`src/rtl/mem_bus_pkg.sv`:
```
// Shared definitions for the memory bus arbiter: FSM encoding and default limits.
package mem_bus_pkg;

  localparam int DEF_MAX_BURST    = 16;
  localparam int DEF_STARVE_LIMIT = 8;
  localparam int CNT_W            = 8;

  typedef enum logic [1:0] {
    ARB_IDLE = 2'd0,
    ARB_CPU  = 2'd1,
    ARB_DMA  = 2'd2
  } arb_state_t;

endpackage

```
`src/rtl/arb_sat_counter.sv`:
```
// Saturating up-counter with synchronous clear; clear together with inc loads 1.
module arb_sat_counter #(
  parameter int W   = 8,
  parameter int MAX = 255
) (
  input  logic         clk,
  input  logic         reset,
  input  logic         clr,
  input  logic         inc,
  output logic [W-1:0] cnt
);

  localparam logic [W-1:0] MAX_V = W'(MAX);

  always_ff @(posedge clk) begin
    if (reset) begin
      cnt <= '0;
    end else if (clr) begin
      cnt <= inc ? W'(1) : '0;
    end else if (inc && (cnt != MAX_V)) begin
      cnt <= cnt + W'(1);
    end
  end

endmodule

```
`src/rtl/mem_bus_arbiter.sv`:
```
// CPU/DMA arbiter for the shared data-memory bus: CPU priority, bounded DMA bursts,
// DMA anti-starvation. Define ARB_PERF_CNT_EN to add stall/beat performance counters.
//
// state    | meaning
// ARB_IDLE | no owner; CPU wins unless the DMA is starved
// ARB_CPU  | CPU granted last cycle; same decision rules as idle
// ARB_DMA  | DMA owns the bus until last beat, burst limit or request drop
module mem_bus_arbiter
  import mem_bus_pkg::*;
#(
  parameter int ADDR_W       = 32,
  parameter int DATA_W       = 32,
  parameter int MAX_BURST    = DEF_MAX_BURST,
  parameter int STARVE_LIMIT = DEF_STARVE_LIMIT
) (
  input  logic              clk,
  input  logic              reset,
  input  logic              cpu_req,
  input  logic              cpu_wr,
  input  logic [ADDR_W-1:0] cpu_addr,
  input  logic [DATA_W-1:0] cpu_wdata,
  output logic              cpu_gnt,
  output logic              cpu_wait,
  output logic [DATA_W-1:0] cpu_rdata,
  output logic              cpu_rvalid,
  input  logic              dma_req,
  input  logic              dma_wr,
  input  logic [ADDR_W-1:0] dma_addr,
  input  logic [DATA_W-1:0] dma_wdata,
  input  logic              dma_last,
  output logic              dma_gnt,
  output logic [DATA_W-1:0] dma_rdata,
  output logic              dma_rvalid,
`ifdef ARB_PERF_CNT_EN
  output logic [31:0]       cpu_stall_cycles,
  output logic [31:0]       dma_beats,
`endif
  output logic              mem_rd,
  output logic              mem_wr,
  output logic [ADDR_W-1:0] mem_addr,
  output logic [DATA_W-1:0] mem_wdata,
  input  logic [DATA_W-1:0] mem_rdata
);

  arb_state_t       state, state_nxt;
  logic [CNT_W-1:0] burst_cnt, starve_cnt, beats_prev;
  logic             starved, burst_end;

  arb_sat_counter #(.W(CNT_W), .MAX(MAX_BURST)) u_burst_cnt (
    .clk   (clk),
    .reset (reset),
    .clr   (state != ARB_DMA),
    .inc   (dma_gnt),
    .cnt   (burst_cnt)
  );

  arb_sat_counter #(.W(CNT_W), .MAX(STARVE_LIMIT)) u_starve_cnt (
    .clk   (clk),
    .reset (reset),
    .clr   (dma_gnt | ~dma_req),
    .inc   (dma_req & ~dma_gnt),
    .cnt   (starve_cnt)
  );

  // The entry beat is granted from IDLE/CPU, so it counts as beat one of the burst.
  assign beats_prev = (state == ARB_DMA) ? burst_cnt : '0;
  assign starved    = (starve_cnt == CNT_W'(STARVE_LIMIT));
  assign burst_end  = dma_last || (beats_prev == CNT_W'(MAX_BURST - 1));

  always_ff @(posedge clk) begin
    if (reset) state <= ARB_IDLE;
    else       state <= state_nxt;
  end

  always_comb begin
    state_nxt = state;
    cpu_gnt   = 1'b0;
    dma_gnt   = 1'b0;
    if (reset) begin
      state_nxt = ARB_IDLE;
    end else begin
      case (state)
        ARB_DMA: begin
          if (dma_req) begin
            dma_gnt   = 1'b1;
            state_nxt = burst_end ? ARB_IDLE : ARB_DMA;
          end else if (cpu_req) begin
            cpu_gnt   = 1'b1;
            state_nxt = ARB_CPU;
          end else begin
            state_nxt = ARB_IDLE;
          end
        end
        default: begin
          if (dma_req && starved) begin
            dma_gnt   = 1'b1;
            state_nxt = burst_end ? ARB_IDLE : ARB_DMA;
          end else if (cpu_req) begin
            cpu_gnt   = 1'b1;
            state_nxt = ARB_CPU;
          end else if (dma_req) begin
            dma_gnt   = 1'b1;
            state_nxt = burst_end ? ARB_IDLE : ARB_DMA;
          end else begin
            state_nxt = ARB_IDLE;
          end
        end
      endcase
    end
  end

  always_comb begin
    mem_rd    = 1'b0;
    mem_wr    = 1'b0;
    mem_addr  = '0;
    mem_wdata = '0;
    if (cpu_gnt) begin
      mem_rd    = ~cpu_wr;
      mem_wr    = cpu_wr;
      mem_addr  = cpu_addr;
      mem_wdata = cpu_wdata;
    end else if (dma_gnt) begin
      mem_rd    = ~dma_wr;
      mem_wr    = dma_wr;
      mem_addr  = dma_addr;
      mem_wdata = dma_wdata;
    end
  end

  assign cpu_wait = cpu_req & ~cpu_gnt;

  always_ff @(posedge clk) begin
    if (reset) begin
      cpu_rvalid <= 1'b0;
      dma_rvalid <= 1'b0;
      cpu_rdata  <= '0;
      dma_rdata  <= '0;
    end else begin
      cpu_rvalid <= cpu_gnt & ~cpu_wr;
      dma_rvalid <= dma_gnt & ~dma_wr;
      if (cpu_gnt && !cpu_wr) cpu_rdata <= mem_rdata;
      if (dma_gnt && !dma_wr) dma_rdata <= mem_rdata;
    end
  end

`ifdef ARB_PERF_CNT_EN
  always_ff @(posedge clk) begin
    if (reset) begin
      cpu_stall_cycles <= '0;
      dma_beats        <= '0;
    end else begin
      if (cpu_wait) cpu_stall_cycles <= cpu_stall_cycles + 32'd1;
      if (dma_gnt)  dma_beats        <= dma_beats + 32'd1;
    end
  end
`endif

endmodule

```
`config.mk`:
```
export PLATFORM = sky130hd
export DESIGN_NAME = mem_bus_arbiter
export DESIGN_NICKNAME = d
export VERILOG_FILES = /design/src/rtl/mem_bus_pkg.sv /design/src/rtl/arb_sat_counter.sv /design/src/rtl/mem_bus_arbiter.sv
export SDC_FILE = /design/constraint.sdc
export NUM_CORES = 1
export LEC_CHECK = 0
export CAP_MARGIN = 30
export CORE_AREA = 5 5 116 118
export DETAILED_ROUTE_END_ITERATION = 8
export DIE_AREA = 0 0 121 123
export PLACE_DENSITY_LB_ADDON = 0.12
export SYNTH_ARGS = -nofsm -noshare
export SYNTH_HDL_FRONTEND = slang
export SYNTH_HIERARCHICAL = 1
export SYNTH_SLANG_ARGS = --single-unit
```
`constraint.sdc`:
```
create_clock -name clk -period 5.3 [get_ports clk]
set_input_delay 1.06 -clock clk [delete_from_list [all_inputs] [get_ports clk]]
set_output_delay 1.06 -clock clk [all_outputs]
set_load 0.01 [all_outputs]
```
**Cell outlines without signal wires**

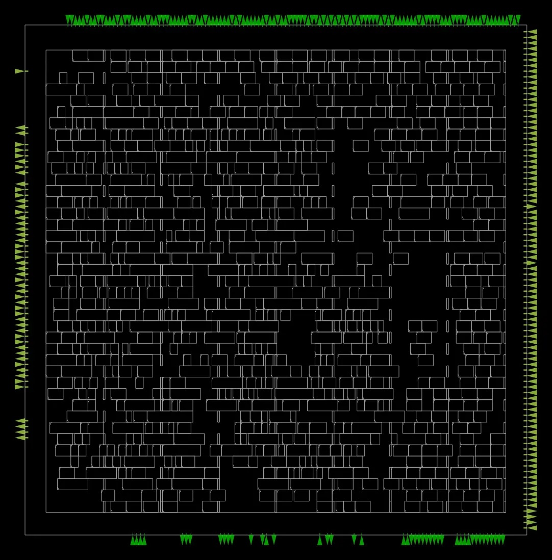
final standard cell utilization of the core: 62.52%
area of the core region: 12360 sq um
tally of non-filler cells in the final layout: 957
proportion of cell area occupied by registers: 21.75%
Rows: 41

**Clock wires, drivers and flops**

Scale bar: 20 microns.
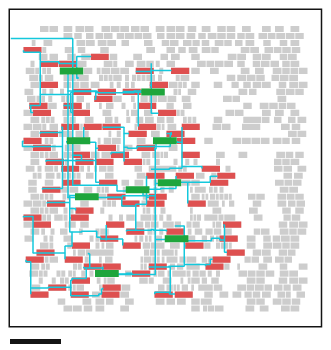
[flip-flops] red | count: 84
[cells driving clock nets] green | count: 9
[clock wires] cyan | length: 1080 microns
routed clock nets: 10
worst-skew pair later-pin latency: 0.34 ns
power dissipated in the clock network: 0.686 mW

==> COMMIT_EDITMSG <==
Refresh implementation metrics

- The flow ran to the end, and the final reports show no timing, DRC or antenna violations.
* Dominant synthesized flop cell: sky130_fd_sc_hd__dfxtp_1
- Leading cell types in the layout, fill and taps excluded: 300 x sky130_fd_sc_hd__clkdlybuf4s50_1, 84 x sky130_fd_sc_hd__dfxtp_1, 65 x sky130_fd_sc_hd__a22o_1, 65 x sky130_fd_sc_hd__nand3_1, 46 x sky130_fd_sc_hd__nand2_1
- In the post-route analysis, the smallest setup slack over all paths is 0.7845 ns.
* Number of cells upsized or downsized after cts: 0
* Leading power group: clock
- Chain of cells forming the critical path: clkdlybuf4s50_1 -> nand2b_1 -> a21oi_4 -> buf_12 -> a22o_1 -> clkdlybuf4s50_1
- Clock sinks: 84
* Vertical die dimension: 123 microns
- Switching share of power: 25.27%
- The die covers 14880 sq um.
- STA puts the critical path data required time at 4.24 ns.
- OpenROAD emitted warnings numbering 28.
- Internal: 1.325 mW
* Inserted Diodes: 0
- Drt wl/cell: 22.19 microns
* Top cells by count: 84 x sky130_fd_sc_hd__dfxtp_1, 65 x sky130_fd_sc_hd__a22o_1, 65 x sky130_fd_sc_hd__nand3_1, 46 x sky130_fd_sc_hd__a21oi_1, 46 x sky130_fd_sc_hd__nand2_1
- Per the detailed placement report, the placed cell area equals 7405 sq um.
- Sorting the Yosys area breakdown by cell type puts at the top sky130_fd_sc_hd__dfxtp_1.
* Netlist cell types: 38
* Number of buffers inserted to repair setup after CTS: 0
* Summed negative setup slack over all endpoints: 0 ns
- Along the critical path, the tally of buffer and inverter instances is 3.
- The first global-routing pass estimated 30530 microns of wire.
- The number of nets handed over by synthesis was 677.
- Number of slew-limit violations in the final report: 0
* LEAKAGE: 2.856 nW
- The finished design was reported to have a net count of 951.
- Critical path peak fanout: 38
* Depth of the CTS H-tree: 3
- Setup violators final: 0
- Starting density of the core: 34.48%
* Number of buffers created by CTS: 9
- For this run, design rule violations remaining after detail routing come to 0.
* Met1 GRT Util: 33.95%
- Number of enable-type register cells in the synthesized netlist: 0
* Min Tclk post-route: 4.516 ns
- STA classifies the critical path startpoint as an input port.
* Routed length on met2: 9905 microns
* Final count of hold timing violations: 0
- I/O pin cnt: 302
- The top cell type by area accounts for 39.45% of the synthesized area.
- Share of flip-flops with an asynchronous set or reset: 0%
- Most frequent standard cell in the layout excluding fill and tap cells: sky130_fd_sc_hd__clkdlybuf4s50_1
- In the final layout, the share of cells above drive strength 1 is 5.987%.
- For the pin with the worst max-slew slack, the measured transition is 0.9137 ns.
* Seq cells post-synth: 84
* Root buffer selected by CTS: sky130_fd_sc_hd__clkbuf_16
- Sorting the synthesized cells by area gives the leading types as sky130_fd_sc_hd__dfxtp_1 39%, sky130_fd_sc_hd__a22o_1 13%, sky130_fd_sc_hd__nand3_1 7.6%.
- Per the detail_route report, vias per standard cell equal 5.483.
- The post-CTS hold buffer count recorded in the log is 0.
- Cell count after synthesis: 506
* Yosys Warn Count: 6
* HPWL reported at the end of detailed placement: 16220 microns
* Power per unit of standard cell area: 229.4 nW/um^2
- Total global-route track usage over all layers is 26.88%.
- Clock network fraction of design power: 38.7%
- Compared with the post-synthesis result, the final layout area differs by 81.33%.
* Count of input and output buffers: 301
- TritonCTS built the clock tree.
- Comb power: 0.420 mW
* CP Data Arrival Time: 3.46 ns
- met2 track demand over resource after global routing is 42.45%.
- Clock skew after layout: 0.005728 ns
* Critical path's most frequent cell: sky130_fd_sc_hd__clkdlybuf4s50_1
- In the log, the iteration count for the first detailed-route pass is 5.
- For this run, the register share of the synthesized area comes to 39.45%.
- Endpoint kind of the worst setup timing path: primary output
* Highest metal used: met5
- Setup repair after global routing left no endpoint under its margin.
- Post-synthesis instance area: 4263 sq um
- The registers of the reported paths see a clock transition of 0.06 ns.
- Met3 wire length: 2162 microns
- Pwr Total: 1.773 mW
* Sequential Power Share: 37.6%
* Sequential group power: 0.668 mW
- The highest clock rate this design can be run at is 0.2215 GHz.
* Library cell contributing the largest single delay on the critical path: sky130_fd_sc_hd__clkdlybuf4s50_1
* Final critical-path share of the clock period: 85.20%
* Die x size: 121 microns
- After global routing the overflow that remains totals 0.
- Number of global-route vias before repair: 5067
- Number of DRC violations after detailed-routing iteration 0: 344
- Kind of path behind the tightest hold check: reg2reg
* Count leader, synth: sky130_fd_sc_hd__dfxtp_1
**The metal 3 layer**

Scale bar: 20 microns.
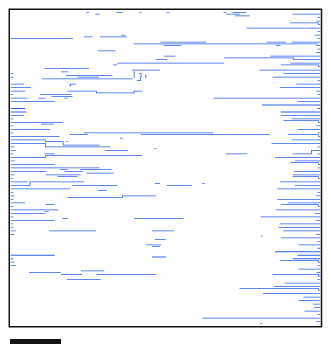
share of all routed wire: 10%
main direction: horizontal
vias post-DR: 5247
routed wire length: 21230 microns
fraction of met3 tracks used by global routing: 9.973%

## cells by family (layout without fill, tap and decap cells)
logic type	count (synthesis)	count (layout)	share of synthesized area, %
muxes	2	2	0.4696
buffers and inverters	62	341	6.457
AOI/OAI and AO/OA	193	193	32.34
xor gates and xnor gates	4	4	0.8218
and+or+nand+nor	157	157	19.28
adders and majority gates	4	4	1.174
DFF	84	84	39.45
## path summary, 6_finish.rpt
path         slack (ns)                         endpoint  depth (start not counted)                        startpoint
max reg2reg        2.50  u_burst_cnt/cnt[6]$_SDFFE_PP0P_                          8  u_starve_cnt/cnt[1]$_SDFFE_PP0P_
max                0.78                    mem_wdata[25]                          6                           cpu_req
min                0.46       cpu_rdata[21]$_SDFFE_PP0P_                          2        cpu_rdata[21]$_SDFFE_PP0P_
min reg2reg        0.46       cpu_rdata[21]$_SDFFE_PP0P_                          2        cpu_rdata[21]$_SDFFE_PP0P_
## layout make-up
| cell class | instances | area, sq um |
|---|---|---|
| multi-input combinational | 360 | 2325 |
| inverter | 10 | 37.54 |
| timing repair buffer | 315 | 3146 |
| fill | 1083 | 4633 |
| clock buffer | 10 | 239.0 |
| clock inverter | 6 | 86.33 |
| sequential | 84 | 1682 |
| tap | 172 | 215.2 |
## worst register-to-register path: cells and delay by family (launching register included)
kind                   cells  cell delay, ns
AND-OR/OR-AND              2            0.35
AND/OR/NAND/NOR            4            1.35
flip-flops                 1            0.38
buffers and inverters      2            0.65
## stage by stage
stage	std cells	util, %	hold WS, ns
finish	957	62.52	0.4644
global route	957	62.52	0.4883
CTS	957	62.52	0.4670
detailed placement	941	59.89	0.4582
global placement	940	59.77	0.4538
floorplan	506	-	0.4780
Power is estimated from default activity; no workload was simulated.
